m1.png
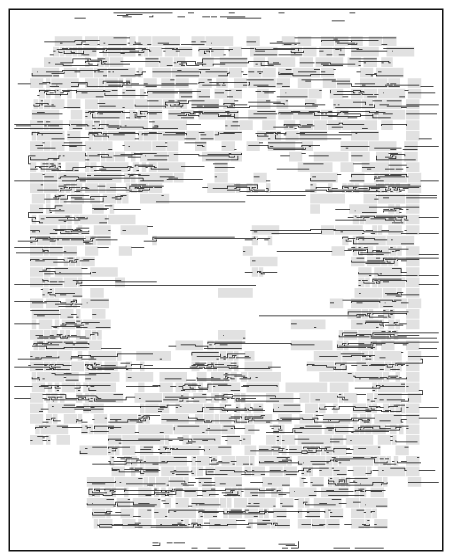
m2.png
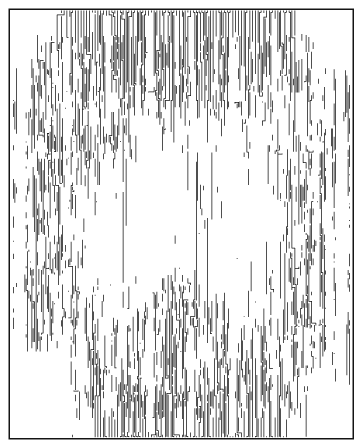
m4.png
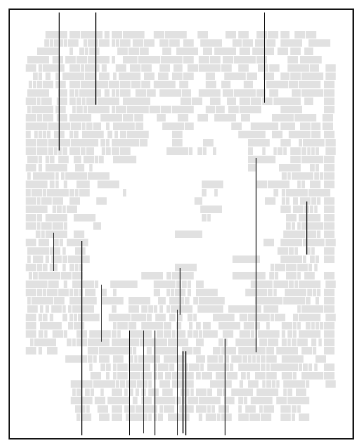
$ cat config.mk
export PLATFORM = sky130hd
export DESIGN_NAME = aes_axi_lite_slave
export DESIGN_NICKNAME = d
export VERILOG_FILES = /design/src/rtl/aes_axi_pkg.sv /design/src/rtl/aes_axi_lite_slave.sv
export SDC_FILE = /design/constraint.sdc
export NUM_CORES = 1
export LEC_CHECK = 0
export CAP_MARGIN = 20
export CORE_AREA = 5 5 107 135
export CTS_CLUSTER_DIAMETER = 100
export DETAILED_ROUTE_END_ITERATION = 12
export DIE_AREA = 0 0 112 140
export PLACE_DENSITY = 0.91
export SLEW_MARGIN = 15
export SYNTH_ARGS = -nofsm -noshare
export SYNTH_HDL_FRONTEND = slang
export SYNTH_SLANG_ARGS = --single-unit
$ cat constraint.sdc
create_clock -name clk -period 1.8 [get_ports clk]
set_input_delay 0.27 -clock clk [delete_from_list [all_inputs] [get_ports clk]]
set_output_delay 0.27 -clock clk [all_outputs]
set_load 0.01 [all_outputs]
$ cat src/rtl/aes_axi_pkg.sv
// Shared types and constants for the AES AXI4-Lite slave front end.
package aes_axi_pkg;

    localparam logic [1:0] RESP_OKAY   = 2'b00;
    localparam logic [1:0] RESP_SLVERR = 2'b10;

    typedef enum logic [1:0] {
        W_IDLE,
        W_EXEC,
        W_RESP
    } w_state_t;

    typedef enum logic [1:0] {
        R_IDLE,
        R_EXEC,
        R_RESP
    } r_state_t;

endpackage

$ cat src/rtl/aes_axi_lite_slave.sv
// AXI4-Lite slave that turns each accepted write/read into a one-cycle strobe
// on the AES register block. Write and read paths are independent FSMs.
module aes_axi_lite_slave
    import aes_axi_pkg::*;
#(
    parameter int ADDR_W = 32,
    parameter int DATA_W = 32
) (
    input  logic                  clk,
    input  logic                  reset,

    input  logic [ADDR_W-1:0]     s_axi_awaddr,
    input  logic                  s_axi_awvalid,
    output logic                  s_axi_awready,

    input  logic [DATA_W-1:0]     s_axi_wdata,
    input  logic [DATA_W/8-1:0]   s_axi_wstrb,
    input  logic                  s_axi_wvalid,
    output logic                  s_axi_wready,

    output logic [1:0]            s_axi_bresp,
    output logic                  s_axi_bvalid,
    input  logic                  s_axi_bready,

    input  logic [ADDR_W-1:0]     s_axi_araddr,
    input  logic                  s_axi_arvalid,
    output logic                  s_axi_arready,

    output logic [DATA_W-1:0]     s_axi_rdata,
    output logic [1:0]            s_axi_rresp,
    output logic                  s_axi_rvalid,
    input  logic                  s_axi_rready,

    output logic                  wr_en,
    output logic [ADDR_W-1:0]     wr_addr,
    output logic [DATA_W-1:0]     wr_data,
    output logic                  rd_en,
    output logic [ADDR_W-1:0]     rd_addr,
    input  logic [DATA_W-1:0]     rd_data
);

    // ------------------------------------------------------------------
    // Write path
    // ------------------------------------------------------------------
    w_state_t              w_state_reg, w_state_next;
    logic                  aw_held_reg, w_held_reg;
    logic [ADDR_W-1:0]     awaddr_reg;
    logic [DATA_W-1:0]     wdata_reg;
    logic [DATA_W/8-1:0]   wstrb_reg;
    logic [1:0]            bresp_reg;
    logic                  aw_hs, w_hs, wr_ok;

    assign aw_hs = s_axi_awvalid && (w_state_reg == W_IDLE) && !aw_held_reg;
    assign w_hs  = s_axi_wvalid  && (w_state_reg == W_IDLE) && !w_held_reg;
    // Only full-word, word-aligned writes reach the register block.
    assign wr_ok = (wstrb_reg == '1) && (awaddr_reg[1:0] == 2'b00);

    always_comb begin
        w_state_next  = w_state_reg;
        s_axi_awready = 1'b0;
        s_axi_wready  = 1'b0;
        s_axi_bvalid  = 1'b0;
        wr_en         = 1'b0;
        unique case (w_state_reg)
            W_IDLE: begin
                s_axi_awready = !aw_held_reg;
                s_axi_wready  = !w_held_reg;
                if ((aw_held_reg || aw_hs) && (w_held_reg || w_hs))
                    w_state_next = W_EXEC;
            end
            W_EXEC: begin
                wr_en        = wr_ok;
                w_state_next = W_RESP;
            end
            W_RESP: begin
                s_axi_bvalid = 1'b1;
                if (s_axi_bready)
                    w_state_next = W_IDLE;
            end
            default: w_state_next = W_IDLE;
        endcase
    end

    always_ff @(posedge clk) begin
        if (reset) begin
            w_state_reg <= W_IDLE;
            aw_held_reg <= 1'b0;
            w_held_reg  <= 1'b0;
            awaddr_reg  <= '0;
            wdata_reg   <= '0;
            wstrb_reg   <= '0;
            bresp_reg   <= RESP_OKAY;
        end else begin
            w_state_reg <= w_state_next;
            if (aw_hs) begin
                aw_held_reg <= 1'b1;
                awaddr_reg  <= s_axi_awaddr;
            end
            if (w_hs) begin
                w_held_reg <= 1'b1;
                wdata_reg  <= s_axi_wdata;
                wstrb_reg  <= s_axi_wstrb;
            end
            if (w_state_reg == W_EXEC) begin
                aw_held_reg <= 1'b0;
                w_held_reg  <= 1'b0;
                bresp_reg   <= wr_ok ? RESP_OKAY : RESP_SLVERR;
            end
        end
    end

    assign wr_addr     = awaddr_reg;
    assign wr_data     = wdata_reg;
    assign s_axi_bresp = bresp_reg;

    // ------------------------------------------------------------------
    // Read path
    // ------------------------------------------------------------------
    r_state_t              r_state_reg, r_state_next;
    logic [ADDR_W-1:0]     araddr_reg;
    logic [DATA_W-1:0]     rdata_reg;
    logic [1:0]            rresp_reg;
    logic                  ar_hs, rd_aligned;

    assign ar_hs      = s_axi_arvalid && (r_state_reg == R_IDLE);
    assign rd_aligned = (araddr_reg[1:0] == 2'b00);

    always_comb begin
        r_state_next  = r_state_reg;
        s_axi_arready = 1'b0;
        s_axi_rvalid  = 1'b0;
        rd_en         = 1'b0;
        unique case (r_state_reg)
            R_IDLE: begin
                s_axi_arready = 1'b1;
                if (s_axi_arvalid)
                    r_state_next = R_EXEC;
            end
            R_EXEC: begin
                rd_en        = 1'b1;
                r_state_next = R_RESP;
            end
            R_RESP: begin
                s_axi_rvalid = 1'b1;
                if (s_axi_rready)
                    r_state_next = R_IDLE;
            end
            default: r_state_next = R_IDLE;
        endcase
    end

    always_ff @(posedge clk) begin
        if (reset) begin
            r_state_reg <= R_IDLE;
            araddr_reg  <= '0;
            rdata_reg   <= '0;
            rresp_reg   <= RESP_OKAY;
        end else begin
            r_state_reg <= r_state_next;
            if (ar_hs)
                araddr_reg <= s_axi_araddr;
            // Register-block data is combinational, so it is captured in the strobe cycle.
            if (r_state_reg == R_EXEC) begin
                rdata_reg <= rd_aligned ? rd_data : '0;
                rresp_reg <= rd_aligned ? RESP_OKAY : RESP_SLVERR;
            end
        end
    end

    assign rd_addr     = araddr_reg;
    assign s_axi_rdata = rdata_reg;
    assign s_axi_rresp = rresp_reg;

endmodule

==> notes.md <==
Results of the full flow below.

Layout:
- The final report lists a non-filler cell total of 1,009.
- The run gives the area growth from synthesis to layout as 73.7%.
- The run puts the fraction of layout instances using a drive strength above 1 at 0.0716.
- The run puts the design area at 0.00840 mm².
- The run gives the end-of-flow core utilization as 0.647.
- The filler cells instantiated in the layout total 998.
- The run gives the area occupied by registers as 0.00280 mm².

Final timing:
- The run gives the aggregate negative setup slack as 0 ns.
- The run gives the maximum achievable frequency as 579 MHz.
- In the post-route analysis, the smallest setup slack over all paths is 0.0742 ns.
- The run puts the smallest hold slack at 0.232 ns.
- The run puts the number of setup violations in the final report at 0.

Yosys:
- The run puts the area reported by Yosys stat at 0.00484 mm².
- In the synthesized netlist, the cells that appear most often are sky130_fd_sc_hd__nand2_1, sky130_fd_sc_hd__dfxtp_1, sky130_fd_sc_hd__a21oi_1.
- The run gives the netlist area before placement as 0.00484 mm².
- A synthesized cell averages 8.73 µm².
- Among all cell types in the netlist, the one instantiated most often is sky130_fd_sc_hd__nand2_1.
- The run gives the instance count of the mapped netlist as 554.
- The run gives the dominant cell type by area after synthesis as sky130_fd_sc_hd__dfxtp_1.
- The run gives the fraction of registers with async set or reset after synthesis as 0.
- For this run, the register share of the synthesized area comes to 0.579.
- The run gives the count of state elements after synthesis as 140.
- The run gives the count of synthesis-stage warnings from yosys as 0.

Critical path:
- The longest incremental delay of any stage on the critical path is reported as 0.32 ns.
- The run gives the count of buffer and inverter cells on the critical path as 2.
- The run gives the kind of end point of the critical path as a primary output.
- The run gives the reg-to-reg endpoint as wr_addr[28]$_SDFFE_PP0P_.
- The run gives the nature of the critical path startpoint as a flop.
- For this design, the slowest cell found on the critical path is sky130_fd_sc_hd__dfxtp_1.
- According to the timing report, the critical path is captured at s_axi_bvalid.
- In this run the worst path has a maximum fanout of 10.
- The launch point of the critical path was reported as w_state_reg[1]$_SDFFE_PP0P_.
- Setup slack on the worst reg-to-reg path comes out at 0.26 ns.
- Per the timing report, the most critical flop-to-flop path originates at w_state_reg[1]$_SDFFE_PP0P_.

Clocking:
- The run puts the post-CTS setup repair buffer count at 0.
- The number of hold buffers added after CTS was 0.
- The run puts the number of gates resized after cts at 7.
- On the worst setup and hold paths after CTS, the clock-pin slew comes to 0.05 ns.

Pwr:
- The run puts the switching power total at 1.98 mW.
- Power attributed to the clock group is 3.58 mW.
- The run puts the worst ir drop on vdd at 0.000668 V.
- The dominant power group in this design is the clock network.
- The run gives the power per cell area as 1000 mW/mm².
- The run puts the overall power after layout at 8.44 mW.
- The run gives the leakage power total as 3.17 nW.
- The run puts the sequential power at 3.43 mW.

Floorplanning:
- The run gives the total die area as 0.0157 mm².
- According to the floorplan report, the die width is 112 µm.
- In the floorplan report the effective utilization is 0.372.
- From bottom edge to top edge, the die measures 140 µm.
- The run puts the number of I/O pins at 278.

Placed design:
- After detailed placement, the design holds a cell count of 980.
- The run gives the worst setup slack before clock tree synthesis as 0.0755 ns.
- The run puts the post-placement cell area at 0.00779 mm².
- The run gives the number of I/O port buffers as 275.
- The run puts the final weighted congestion in routability-driven placement at 0.806.

Min path:
- In this run the worst hold path is classified as in -> reg.
- The run gives the cell depth of the worst min-delay path as 2.

Global route:
- The run puts the maximum number of pins on one net before global-route repair at 43.
- The run puts the via count of the first global-routing pass at 4,974.
- Summed over all layers, the global routing overflow is 0.
- The number of antenna violations at the first check in global routing was 0.
- The run puts the wire length of the first global-routing pass at 24.9 mm.

Drt:
- The run puts the detailed-route wire length per cell at 16.1 µm.
- Routed signal wires occupy layers up through met4.
- The run puts the routed wire length on met2 at 8.50 mm.
- The run puts the DRC violation count after routing at 0.
- The run puts the post-route antenna net violation count at 0.
- Detailed-route iteration 0 reported a violation count of 211.

Status:
- The flow ran to the end, and the final reports show no timing, DRC or antenna violations.
## Picture notes: m1.png
main direction: horizontal
share of all routed wire: 36%
longest straight run: 45.5 µm
wire length on this layer: 5,840 µm
nets with wire on the layer: 869
global-route track usage on met1: 0.194
wirelength, routed: 16.2 mm
vias after detailed routing: 4,912

## Picture notes: m2.png
nets with wire on the layer: 831
share of all routed wire: 52%

## Picture notes: m4.png
main direction: vertical
wire length on this layer: 520 µm
longest straight run: 63.2 µm
nets with wire on the layer: 15

==> cells by family (layout without fill, tap and decap cells) <==
group,after synthesis,after routing,synth area share
AOI/OAI and AO/OA,139,139,0.169
buffers and inverters,45,328,0.0538
other,1,2,0.000775
and+or+nand+nor,229,229,0.197
DFF,140,140,0.579
==> final cells by class <==
cell class | count | area share
Timing Repair Buffer | 297 | 0.351
Sequential cell | 140 | 0.333
Multi-Input combinational cell | 370 | 0.216
Clock buffer | 23 | 0.0593
Tap cell | 171 | 0.0255
Clock inverter | 6 | 0.0131
Inverter | 2 | 0.000893
==> per-layer routing <==
layer,vias to the layer above,GRT usage
li1,2384,-
met1,2300,0.194
met2,192,0.360
met3,36,0.0837
met4,0,0.0861
met5,-,0
Power is estimated from default activity; no workload was simulated.
